--- src/rtl/stream_mux_pkg.sv ---
// stream_mux_pkg
// Shared definitions for the stream multiplexer: the mode encoding used on
// the `mode` input of stream_mux_rr and a helper for modulo-N pointer advance.
package stream_mux_pkg;

  typedef logic mode_t;

  localparam mode_t MODE_FIXED = 1'b0;
  localparam mode_t MODE_RR    = 1'b1;

  // Next rotating-pointer value after index idx, wrapping at n-1 back to 0.
  function automatic int wrap_next(input int idx, input int n);
    return (idx >= n - 1) ? 0 : idx + 1;
  endfunction

endpackage

--- src/rtl/stream_mux_rr_rr_arbiter.sv ---
// rr_arbiter
// Rotating priority encoder. Searches req starting at ptr, wrapping modulo
// NCH, and grants the first set bit.
//
// Ports:
//   req      in  NCH   request vector (one bit per channel)
//   ptr      in  SELW  search start index, expected in 0..NCH-1
//   gnt      out NCH   one-hot grant (all zero when no request)
//   gnt_idx  out SELW  index of the granted channel (0 when no grant)
//   gnt_any  out 1     a grant exists
module rr_arbiter
  import stream_mux_pkg::*;
#(
  parameter int NCH  = 4,
  parameter int SELW = $clog2(NCH)
) (
  input  logic [NCH-1:0]  req,
  input  logic [SELW-1:0] ptr,
  output logic [NCH-1:0]  gnt,
  output logic [SELW-1:0] gnt_idx,
  output logic            gnt_any
);

  int cand;

  always_comb begin
    gnt     = '0;
    gnt_idx = '0;
    gnt_any = 1'b0;
    cand    = 0;
    for (int k = 0; k < NCH; k++) begin
      // ptr never exceeds NCH-1, so one subtraction is enough to wrap.
      cand = int'(ptr) + k;
      if (cand >= NCH) cand = cand - NCH;
      if (!gnt_any && req[cand]) begin
        gnt[cand] = 1'b1;
        gnt_idx   = SELW'(cand);
        gnt_any   = 1'b1;
      end
    end
  end

endmodule

--- src/rtl/stream_mux_rr.sv ---
// stream_mux_rr
// N-channel stream multiplexer with a registered output stage and
// valid/ready handshakes. In fixed mode the channel named by `sel` is
// forwarded; in round-robin mode a rotating pointer picks among all valid
// channels, advancing past each channel it transfers from.
//
// Ports:
//   clk        in  1          clock, rising edge
//   rst        in  1          synchronous active-high reset
//   mode       in  1          MODE_FIXED (0) / MODE_RR (1)
//   sel        in  SELW       fixed-mode channel select (ignored in RR)
//   in_data    in  NCH*WIDTH  channel i at [i*WIDTH +: WIDTH]
//   in_valid   in  NCH        per-channel valid
//   in_ready   out NCH        per-channel ready, combinational, at most one set
//   out_data   out WIDTH      registered data
//   out_ch     out SELW       registered source channel of out_data
//   out_valid  out 1          registered valid
//   out_ready  in  1          consumer ready
module stream_mux_rr
  import stream_mux_pkg::*;
#(
  parameter int NCH   = 4,
  parameter int WIDTH = 4,
  parameter int SELW  = $clog2(NCH)
) (
  input  logic                 clk,
  input  logic                 rst,
  input  mode_t                mode,
  input  logic [SELW-1:0]      sel,
  input  logic [NCH*WIDTH-1:0] in_data,
  input  logic [NCH-1:0]       in_valid,
  output logic [NCH-1:0]       in_ready,
  output logic [WIDTH-1:0]     out_data,
  output logic [SELW-1:0]      out_ch,
  output logic                 out_valid,
  input  logic                 out_ready
);

  logic             out_valid_q, out_valid_d;
  logic [WIDTH-1:0] out_data_q,  out_data_d;
  logic [SELW-1:0]  out_ch_q,    out_ch_d;
  logic [SELW-1:0]  ptr_q,       ptr_d;

  logic [NCH-1:0]   rr_gnt;
  logic [SELW-1:0]  rr_idx;
  logic             rr_any;

  logic [NCH-1:0]   fix_gnt;
  logic [SELW-1:0]  fix_idx;
  logic             fix_any;

  logic [NCH-1:0]   gnt;
  logic [SELW-1:0]  gnt_idx;
  logic             gnt_any;
  logic             load;
  logic             xfer;

  rr_arbiter #(
    .NCH  (NCH),
    .SELW (SELW)
  ) u_arb (
    .req     (in_valid),
    .ptr     (ptr_q),
    .gnt     (rr_gnt),
    .gnt_idx (rr_idx),
    .gnt_any (rr_any)
  );

  // Fixed-mode grant. Matching sel against each legal index means an
  // out-of-range sel (non-power-of-2 NCH) simply finds no match.
  always_comb begin
    fix_gnt = '0;
    fix_idx = '0;
    fix_any = 1'b0;
    for (int i = 0; i < NCH; i++) begin
      if (sel == SELW'(i) && in_valid[i]) begin
        fix_gnt[i] = 1'b1;
        fix_idx    = SELW'(i);
        fix_any    = 1'b1;
      end
    end
  end

  always_comb begin
    if (mode == MODE_RR) begin
      gnt     = rr_gnt;
      gnt_idx = rr_idx;
      gnt_any = rr_any;
    end else begin
      gnt     = fix_gnt;
      gnt_idx = fix_idx;
      gnt_any = fix_any;
    end
  end

  // The output register can take a new beat when empty or being drained.
  assign load = !out_valid_q || out_ready;
  assign xfer = load && gnt_any && !rst;

  // Gate with rst so no producer believes a beat was taken during reset.
  assign in_ready = (load && !rst) ? gnt : '0;

  always_comb begin
    out_valid_d = out_valid_q;
    out_data_d  = out_data_q;
    out_ch_d    = out_ch_q;
    ptr_d       = ptr_q;
    if (load) begin
      out_valid_d = gnt_any;
      if (gnt_any) begin
        out_data_d = in_data[int'(gnt_idx)*WIDTH +: WIDTH];
        out_ch_d   = gnt_idx;
      end
    end
    if (xfer && mode == MODE_RR) begin
      ptr_d = SELW'(wrap_next(int'(gnt_idx), NCH));
    end
  end

  always_ff @(posedge clk) begin
    if (rst) begin
      out_valid_q <= 1'b0;
      out_data_q  <= '0;
      out_ch_q    <= '0;
      ptr_q       <= '0;
    end else begin
      out_valid_q <= out_valid_d;
      out_data_q  <= out_data_d;
      out_ch_q    <= out_ch_d;
      ptr_q       <= ptr_d;
    end
  end

  assign out_valid = out_valid_q;
  assign out_data  = out_data_q;
  assign out_ch    = out_ch_q;

endmodule

--- config.mk ---
export PLATFORM = sky130hd
export DESIGN_NAME = stream_mux_rr
export DESIGN_NICKNAME = d
export VERILOG_FILES = /design/src/rtl/stream_mux_pkg.sv /design/src/rtl/stream_mux_rr_rr_arbiter.sv /design/src/rtl/stream_mux_rr.sv
export SDC_FILE = /design/constraint.sdc
export NUM_CORES = 1
export LEC_CHECK = 0
export CAP_MARGIN = 20
export CORE_MARGIN = 4
export CORE_UTILIZATION = 48
export DETAILED_ROUTE_END_ITERATION = 6
export HOLD_SLACK_MARGIN = 0.05
export PLACE_DENSITY = 0.84
export SYNTH_ARGS = -nofsm -noshare
export SYNTH_HDL_FRONTEND = slang
export SYNTH_SLANG_ARGS = --single-unit
--- constraint.sdc ---
create_clock -name clk -period 6.55 [get_ports clk]
set_input_delay 0.9825 -clock clk [delete_from_list [all_inputs] [get_ports clk]]
set_output_delay 0.9825 -clock clk [all_outputs]
set_load 0.02 [all_outputs]
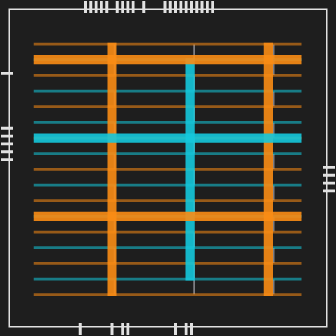
Fig. 1. PDN straps and rails (run 1).
Pins as bars on the die edge. Tap cells in gray.
| net | color |
|---|---|
| VSS | orange |
| VDD | cyan |
met1 rails: 17
met4 straps: 3
tap cells: 27
signal pins: 37
maximum vdd ir drop: 0.163 mV
Core Region: 2020 sq um

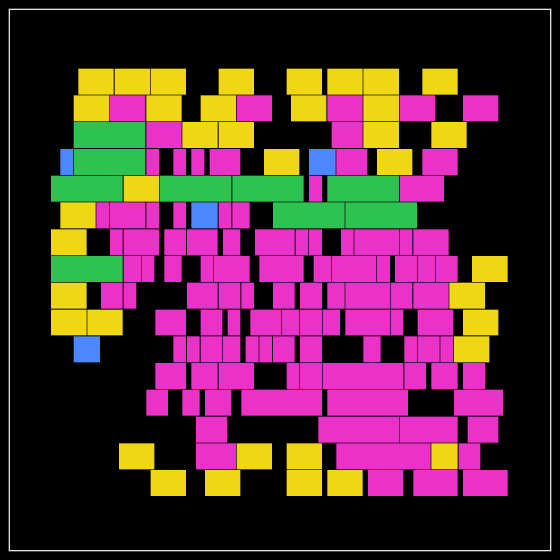
Fig. 2. Cells colored by class (run 1).
| class | color | cells |
|---|---|---|
| flops | green | 9 |
| all other logic | magenta | 103 |
| other buffers and delay cells | yellow | 37 |
| clock drivers and dummy loads | blue | 4 |
register share of the cell area: 12.7%
FP Rows: 16
Final Util: 70.1%
Final Instance Area: 1420 sq um

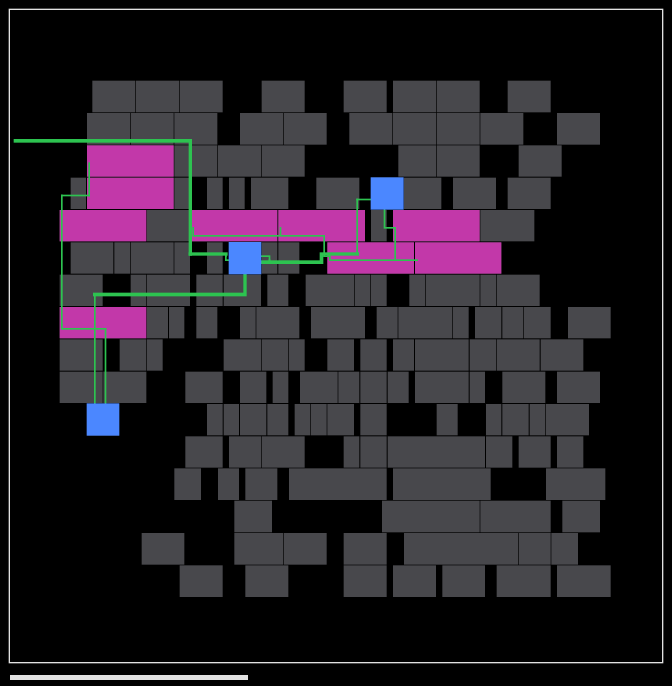
Fig. 3. Clock wires, drivers and flops (run 1).
Bar = 20 microns.
[clock wires] green | length: 130 microns
[cells driving clock nets] blue | count: 3
[flip-flops] magenta | count: 9
routed clock nets: 4
relative contribution of the clock network to total power: 18.3%
power dissipated in the clock network: 42.2 uW
clk latency late pin: 0.26 ns
clock skew: 0.00288 ns

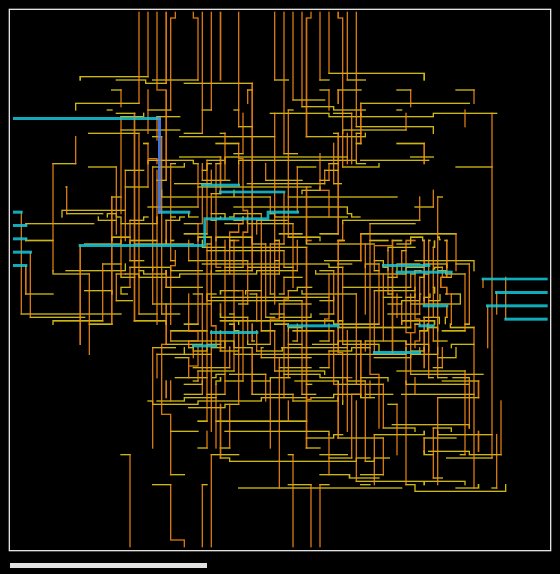
Fig. 4. Signal wires by layer (run 1).
Bar = 20 microns.
| layer | color | wire length |
|---|---|---|
| met2 | orange | 1460 microns |
| met1 | yellow | 1230 microns |
| met3 | cyan | 111 microns |
| met4 | blue | 9.50 microns |
global-route total usage across every layer: 20.1%
vias after detailed routing: 1042

==> results.toml, run 1 <==
# physical design summary
[status]
result_of_the_run = "finished, final reports clean"

[finish]
nets = 186
share_of_layout_cells_above_drive_strength_1_pct = 8.50
n_multi_input_combinational_cell = 97
largest_reg_flops = 4
dominant_cells = "multi-input combinational cells"
num-nonclk-buffers = 37
nonClkBufAreaFrac_pct = 25.9
final.clkbuf_count = 4
area_growth_syn_to_layout_pct = 34.4
multiInputGateArea_sq_um = 787
number_of_inserted_diodes = 0

[final_timing]
drv_slew = 0
timing.final.crit_share_pct = 69.5
rsz0062_at_grt = "no"
timing.final.setup_violations = 0
max_freq_mhz = 220

[logic_synthesis]
synth.yosys.warnings = 0
post_synth.cell_area_avg_sq_um = 8.72
mappedNetlistNets = 153
synth.area.top_cells = "sky130_fd_sc_hd__dfxtp_1 (17%), sky130_fd_sc_hd__mux2i_1 (11%), sky130_fd_sc_hd__mux4_2 (8.5%), sky130_fd_sc_hd__ha_1 (7.1%), sky130_fd_sc_hd__o221ai_1 (5.0%)"
synth.yosys.chip_area_sq_um = 1050
synth-main-ff-cell = "sky130_fd_sc_hd__dfxtp_1"
synthArstFlopShare_pct = 0
synthDistinctLibCells = 33
ys_cells = 121

[critical_path]
rr_endpoint = "ptr_q[0]$_SDFFE_PP0P_"
setup.worst_path.end_class = "output pin"
worst_setup_path_startpoint = "in_valid[2]"
critical_path.startpoint_type = "primary input"
cp-endpoint = "in_ready[1]"
setup.reg_to_reg.worst_slack_ns = 3.36
r2r.worst_path.cells = 10
regToRegStartpoint = "ptr_q[0]$_SDFFE_PP0P_"
critPathMaxFanout = 14

[routing]
routed_wl_microns = 2810
drt_pre_antenna_iters = 4
detail_route.iter0.violations = 49

[grt]
first_pass_grt_wire_length_microns = 4350
grt_antenna_before_repair = 0

[place]
dp.cells = 176
place_congestion = 0.818
placement.io_buffers = 36

[run]
timing.max_cap.violations = 0
warnings = 30

[floorplan]
fp.dieW_microns = 54.9
die_h_microns = 54.9
floorplan.io_pins = 37

[cts]
post-cts-setup-buffers = 0
cts-buffers-inserted = 3
cts-root-to-sink-buffers = 2
post_cts.resized_instances = 0
htree_num_levels = 1

[min_path]
min_to = "out_data[2]$_SDFFE_PP0P_"

[power_and_ir_drop]
power.combinational.fraction_pct = 52.1
power.share.switching_pct = 36.7
cellLeakagePower_uw = 0.000529
cell_internal_pwr_uw = 146
p_switching_uw = 84.5
comb_cell_power_uw = 120
## run 1: critical path: stages
cell                              delay [ns]
sky130_fd_sc_hd__clkdlybuf4s50_1        0.61
sky130_fd_sc_hd__mux4_2                 0.63
sky130_fd_sc_hd__nor2b_4                0.16
sky130_fd_sc_hd__nor2b_1                0.25
sky130_fd_sc_hd__a222oi_1               0.11
sky130_fd_sc_hd__a31oi_1                0.19
sky130_fd_sc_hd__clkdlybuf4s50_1        0.62
## run 1: routing by layer
| layer | vias up | wire length [microns] | GRT usage, % |
|---|---|---|---|
| li1 | 529 | - | - |
| met4 | 0 | 9 | 6.64 |
| met2 | 33 | 1460 | 33.7 |
| met3 | 2 | 110 | 4.09 |
| met5 | - | 0 | 0 |
| met1 | 478 | 1230 | 25.3 |
## run 1: cells by family after synthesis
family,after synthesis,synth area share [%]
simple gates,41,20.5
flops,9,17.1
buf+inv,15,8.30
compound gates,31,22.4
fa+ha+maj,6,7.12
mux,19,24.6
## run 1: stage by stage
stage	hold slack, ns	cell area (sq um)	power (uW)	setup WS (ns)
after floorplan	0.579	1050	147	3.13
after global placement	0.445	1390	184	2.17
after detailed placement	0.455	1390	188	2.04
after CTS	0.470	1420	232	2.04
after global routing	0.497	1420	247	1.85
final	0.471	1420	230	2.00
## run 1: cells in the final DEF, fill, tap and decap left out
| cell type | instances |
|---|---|
| sky130_fd_sc_hd__clkdlybuf4s50_1 | 36 |
| sky130_fd_sc_hd__nand2_1 | 12 |
| sky130_fd_sc_hd__nand2b_1 | 2 |
| sky130_fd_sc_hd__o211ai_2 | 1 |
| sky130_fd_sc_hd__clkbuf_1 | 1 |
| sky130_fd_sc_hd__a22oi_1 | 2 |
| sky130_fd_sc_hd__o311ai_2 | 1 |
| sky130_fd_sc_hd__nor3b_1 | 1 |
| sky130_fd_sc_hd__a21oi_1 | 5 |
| sky130_fd_sc_hd__o21ai_0 | 5 |
| sky130_fd_sc_hd__buf_4 | 1 |
| sky130_fd_sc_hd__a222oi_1 | 3 |
| sky130_fd_sc_hd__nor2b_1 | 6 |
| sky130_fd_sc_hd__a22o_1 | 1 |
| sky130_fd_sc_hd__clkbuf_4 | 3 |
| sky130_fd_sc_hd__o21ai_2 | 1 |
| sky130_fd_sc_hd__nor3b_2 | 1 |
| sky130_fd_sc_hd__mux4_1 | 1 |
| sky130_fd_sc_hd__nor2b_4 | 1 |
| sky130_fd_sc_hd__and3_1 | 4 |
| sky130_fd_sc_hd__mux2_1 | 2 |
| sky130_fd_sc_hd__inv_1 | 6 |
| sky130_fd_sc_hd__nor3_1 | 2 |
| sky130_fd_sc_hd__a311oi_1 | 1 |
| sky130_fd_sc_hd__a31oi_1 | 4 |
| sky130_fd_sc_hd__mux4_2 | 4 |
| sky130_fd_sc_hd__nand4_1 | 1 |
| sky130_fd_sc_hd__mux2i_1 | 12 |
| sky130_fd_sc_hd__dfxtp_1 | 9 |
| sky130_fd_sc_hd__nor2_1 | 9 |
| sky130_fd_sc_hd__o2bb2ai_1 | 1 |
| sky130_fd_sc_hd__ha_1 | 6 |
| sky130_fd_sc_hd__or3_1 | 2 |
| sky130_fd_sc_hd__o221ai_1 | 6 |
==> run 2, diff against run 1 <==
--- a/config.mk
+++ b/config.mk
@@ -7,10 +7,10 @@
 export LEC_CHECK = 0
 export CAP_MARGIN = 20
 export CORE_MARGIN = 4
-export CORE_UTILIZATION = 48
+export CORE_UTILIZATION = 45
 export DETAILED_ROUTE_END_ITERATION = 6
 export HOLD_SLACK_MARGIN = 0.05
-export PLACE_DENSITY = 0.84
+export PLACE_DENSITY = 0.8
 export SYNTH_ARGS = -nofsm -noshare
 export SYNTH_HDL_FRONTEND = slang
 export SYNTH_SLANG_ARGS = --single-unit
==> constraint.sdc (replaced) <==
create_clock -name clk -period 4.3 [get_ports clk]
set_input_delay 0.645 -clock clk [delete_from_list [all_inputs] [get_ports clk]]
set_output_delay 0.645 -clock clk [all_outputs]
set_load 0.02 [all_outputs]
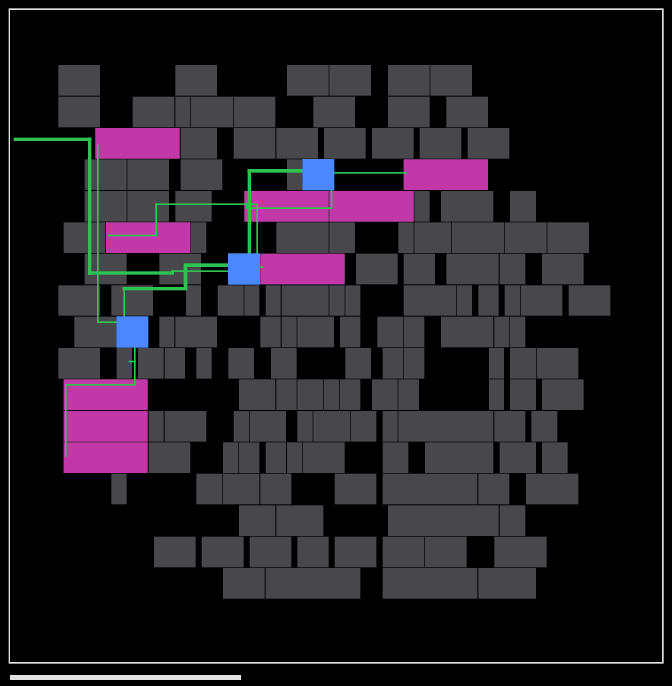
Fig. 5. Clock wires, drivers and flops (run 2).
Bar = 20 microns.
[flip-flops] magenta | count: 9
[cells driving clock nets] blue | count: 3
[clock wires] green | length: 136 microns
routed clock nets: 4
clock skew: 0.00213 ns
relative contribution of the clock network to total power: 18.5%
power dissipated in the clock network: 65.1 uW

==> run 2 against run 1 <==
Compared with the run above:
- total power grew 53%
- via count grew 3.6%
- sequential share of layout area shrank 0.078 points
- clock skew shrank 0.00075 ns
- worst hold slack lost 0.0040 ns
- largest power group unchanged
- synthesized cell count is the same
- first-iteration DRC count grew 8.2%
- critical path depth is the same
- critical path type unchanged
- highest routed layer unchanged
- clock power grew 54%
- combinational power grew 56%
==> results.toml, run 2 <==
# physical design summary
[logic_synthesis]
synth.yosys.chip_area_sq_um = 1050
post_synth.cell_area_avg_sq_um = 8.72
synth_area_leader_cell = "sky130_fd_sc_hd__dfxtp_1"
common_cells = "sky130_fd_sc_hd__mux2i_1 (12), sky130_fd_sc_hd__nand2_1 (12), sky130_fd_sc_hd__dfxtp_1 (9), sky130_fd_sc_hd__nor2_1 (9)"
synthCells = 121
synthDistinctLibCells = 33
ys_cells = 121
top_area_share_pct = 17.1
synth.yosys.warnings = 0
synthArstFlopShare_pct = 0
netlist_area_sq_um = 1050
synth.area.top_cells = "sky130_fd_sc_hd__dfxtp_1 (17%), sky130_fd_sc_hd__mux2i_1 (11%), sky130_fd_sc_hd__mux4_2 (8.5%), sky130_fd_sc_hd__ha_1 (7.1%), sky130_fd_sc_hd__o221ai_1 (5.0%)"
synth-main-ff-cell = "sky130_fd_sc_hd__dfxtp_1"
mappedNetlistNets = 153

[finish]
layout.cells.most_common_list = "sky130_fd_sc_hd__clkdlybuf4s50_1 (36), sky130_fd_sc_hd__mux2i_1 (12), sky130_fd_sc_hd__nand2_1 (12)"
number_of_inserted_diodes = 0
nets = 187
area_growth_syn_to_layout_pct = 35.2
share_of_layout_cells_above_drive_strength_1_pct = 9.09
layout_top_cell = "sky130_fd_sc_hd__clkdlybuf4s50_1"
largest_reg_flops = 4

[power_and_ir_drop]
power.ir.vdd_worst_mv = 0.185
power.combinational.fraction_pct = 53.0
cell_internal_pwr_uw = 223
powerDensity_nw_per_um2 = 247
p_switching_uw = 130
cellLeakagePower_uw = 0.000534
seqPwrFrac_pct = 28.5
power.share.switching_pct = 36.8

[final_timing]
drv_slew = 0
timing.final.crit_share_pct = 90.4
timing.final.setup_violations = 0
worstMarginPinSlew_ns = 0.541
max_freq_mhz = 257
rsz0062_at_grt = "no"

[floorplan]
core_area_sq_um = 2210
floorplan.io_pins = 37
floorplan.rows = 17
die_h_microns = 56.4
fp.dieW_microns = 56.4

[routing]
drt_pre_antenna_iters = 4
detail_route.iter0.violations = 53

[run]
warnings = 30
timing.max_cap.violations = 0

[critical_path]
critPathMaxFanout = 14
worst_ep_arrival_time_ns = 3.24
regToRegStartpoint = "ptr_q[1]$_SDFFE_PP0P_"
r2r.worst_path.cells = 10
rr_endpoint = "ptr_q[0]$_SDFFE_PP0P_"
setup.worst_path.end_class = "output pin"
critical_path.startpoint_type = "primary input"
setup.reg_to_reg.worst_slack_ns = 1.52

[grt]
maximum_number_of_pins_on_one_net_before_global_route_repair = 17
first_pass_grt_wire_length_microns = 4740
grt_antenna_before_repair = 0

[place]
placement.io_buffers = 36
place_congestion = 0.851
place_hpwl_microns = 2210
dp.cells = 178

[cts]
cts-buffers-inserted = 3
tritoncts = "yes"
post_cts.resized_instances = 0
post-cts-setup-buffers = 0
htree_num_levels = 1
insertion_delay_ns = 0.26
cts-root-to-sink-buffers = 2

[min_path]
min_path_type = "flop to flop"
min_to = "out_data[1]$_SDFFE_PP0P_"

[status]
result_of_the_run = "finished, final reports clean"
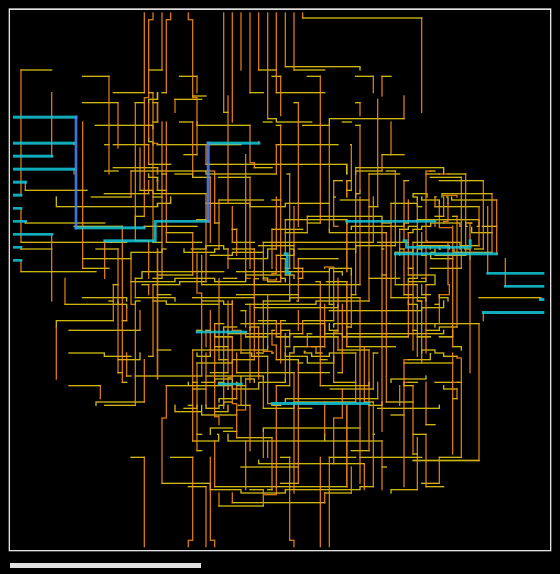
Fig. 6. Signal wires by layer (run 2).
Bar = 20 microns.
| layer | color | wire length |
|---|---|---|
| met4 | blue | 19.7 microns |
| met3 | cyan | 121 microns |
| met1 | yellow | 1190 microns |
| met2 | orange | 1480 microns |
total routed wirelength: 2810 microns
vias after detailed routing: 1079
global-route total usage across every layer: 18.1%
final routed wire length divided by cell count: 15.4 microns

## run 2: layout make-up
| type | instances | area [sq um] |
|---|---|---|
| Fill cell | 201 | 786 |
| Multi-Input combinational cell | 97 | 787 |
| Clock buffer | 4 | 26.3 |
| Inverter | 6 | 22.5 |
| Tap cell | 28 | 35.0 |
| Timing Repair Buffer | 38 | 375 |
| Sequential cell | 9 | 180 |
## run 2: worst max path at each step
| stage | from | to | slack (ns) |
|---|---|---|---|
| 5_1_grt | in_valid[2] | in_ready[2] | 0.24 |
| 6_report | in_valid[2] | in_ready[2] | 0.41 |
| 4_1_cts | in_valid[2] | in_ready[2] | 0.44 |
| 3_3_place_gp | in_valid[2] | in_ready[2] | 0.60 |
| 2_1_floorplan | ptr_q[0]$_SDFFE_PP0P_ | in_ready[1] | 1.26 |
| 3_5_place_dp | in_valid[2] | in_ready[2] | 0.45 |
## run 2: logic make-up after synthesis
kind of cell,after synthesis,synth area share [%]
adders and majority gates,6,7.12
and+or+nand+nor,41,20.5
DFF,9,17.1
AOI/OAI and AO/OA,31,22.4
buffers and inverters,15,8.30
muxes,19,24.6
## run 2: stage by stage
stage	power (uW)	setup WS [ns]	instance area [sq um]	hold WS, ns	utilization [%]
2_1_floorplan	224	1.26	1050	0.579	-
3_3_place_gp	282	0.599	1400	0.448	63.3
3_5_place_dp	288	0.448	1400	0.455	63.3
4_1_cts	355	0.442	1430	0.470	64.5
5_1_grt	378	0.238	1430	0.495	64.5
6_report	352	0.414	1430	0.467	64.5
## run 2: layer usage
layer | track usage, % | up-vias | routed length (microns)
met2 | 31.7 | 35 | 1480
met5 | 0 | - | 0
met1 | 23.0 | 511 | 1190
met3 | 2.76 | 4 | 121
li1 | - | 529 | -
met4 | 4.75 | 0 | 19
## run 2: power by group through the flow
stage	Combinational [uW]	Sequential [uW]	Clock, uW
floorplan	111	112	0
global placement	179	102	0
detailed placement	186	102	0
CTS	187	100	68.0
global route	203	102	73.5
finish	187	100	65.1
## run 2: worst max-delay path, cell delays in order
cell	delay [ns]
sky130_fd_sc_hd__clkdlybuf4s50_1	0.61
sky130_fd_sc_hd__mux4_2	0.62
sky130_fd_sc_hd__nor2b_4	0.16
sky130_fd_sc_hd__nor2b_1	0.25
sky130_fd_sc_hd__a222oi_1	0.12
sky130_fd_sc_hd__a31oi_1	0.21
sky130_fd_sc_hd__clkdlybuf4s50_1	0.63
Power is estimated from default activity; no workload was simulated.
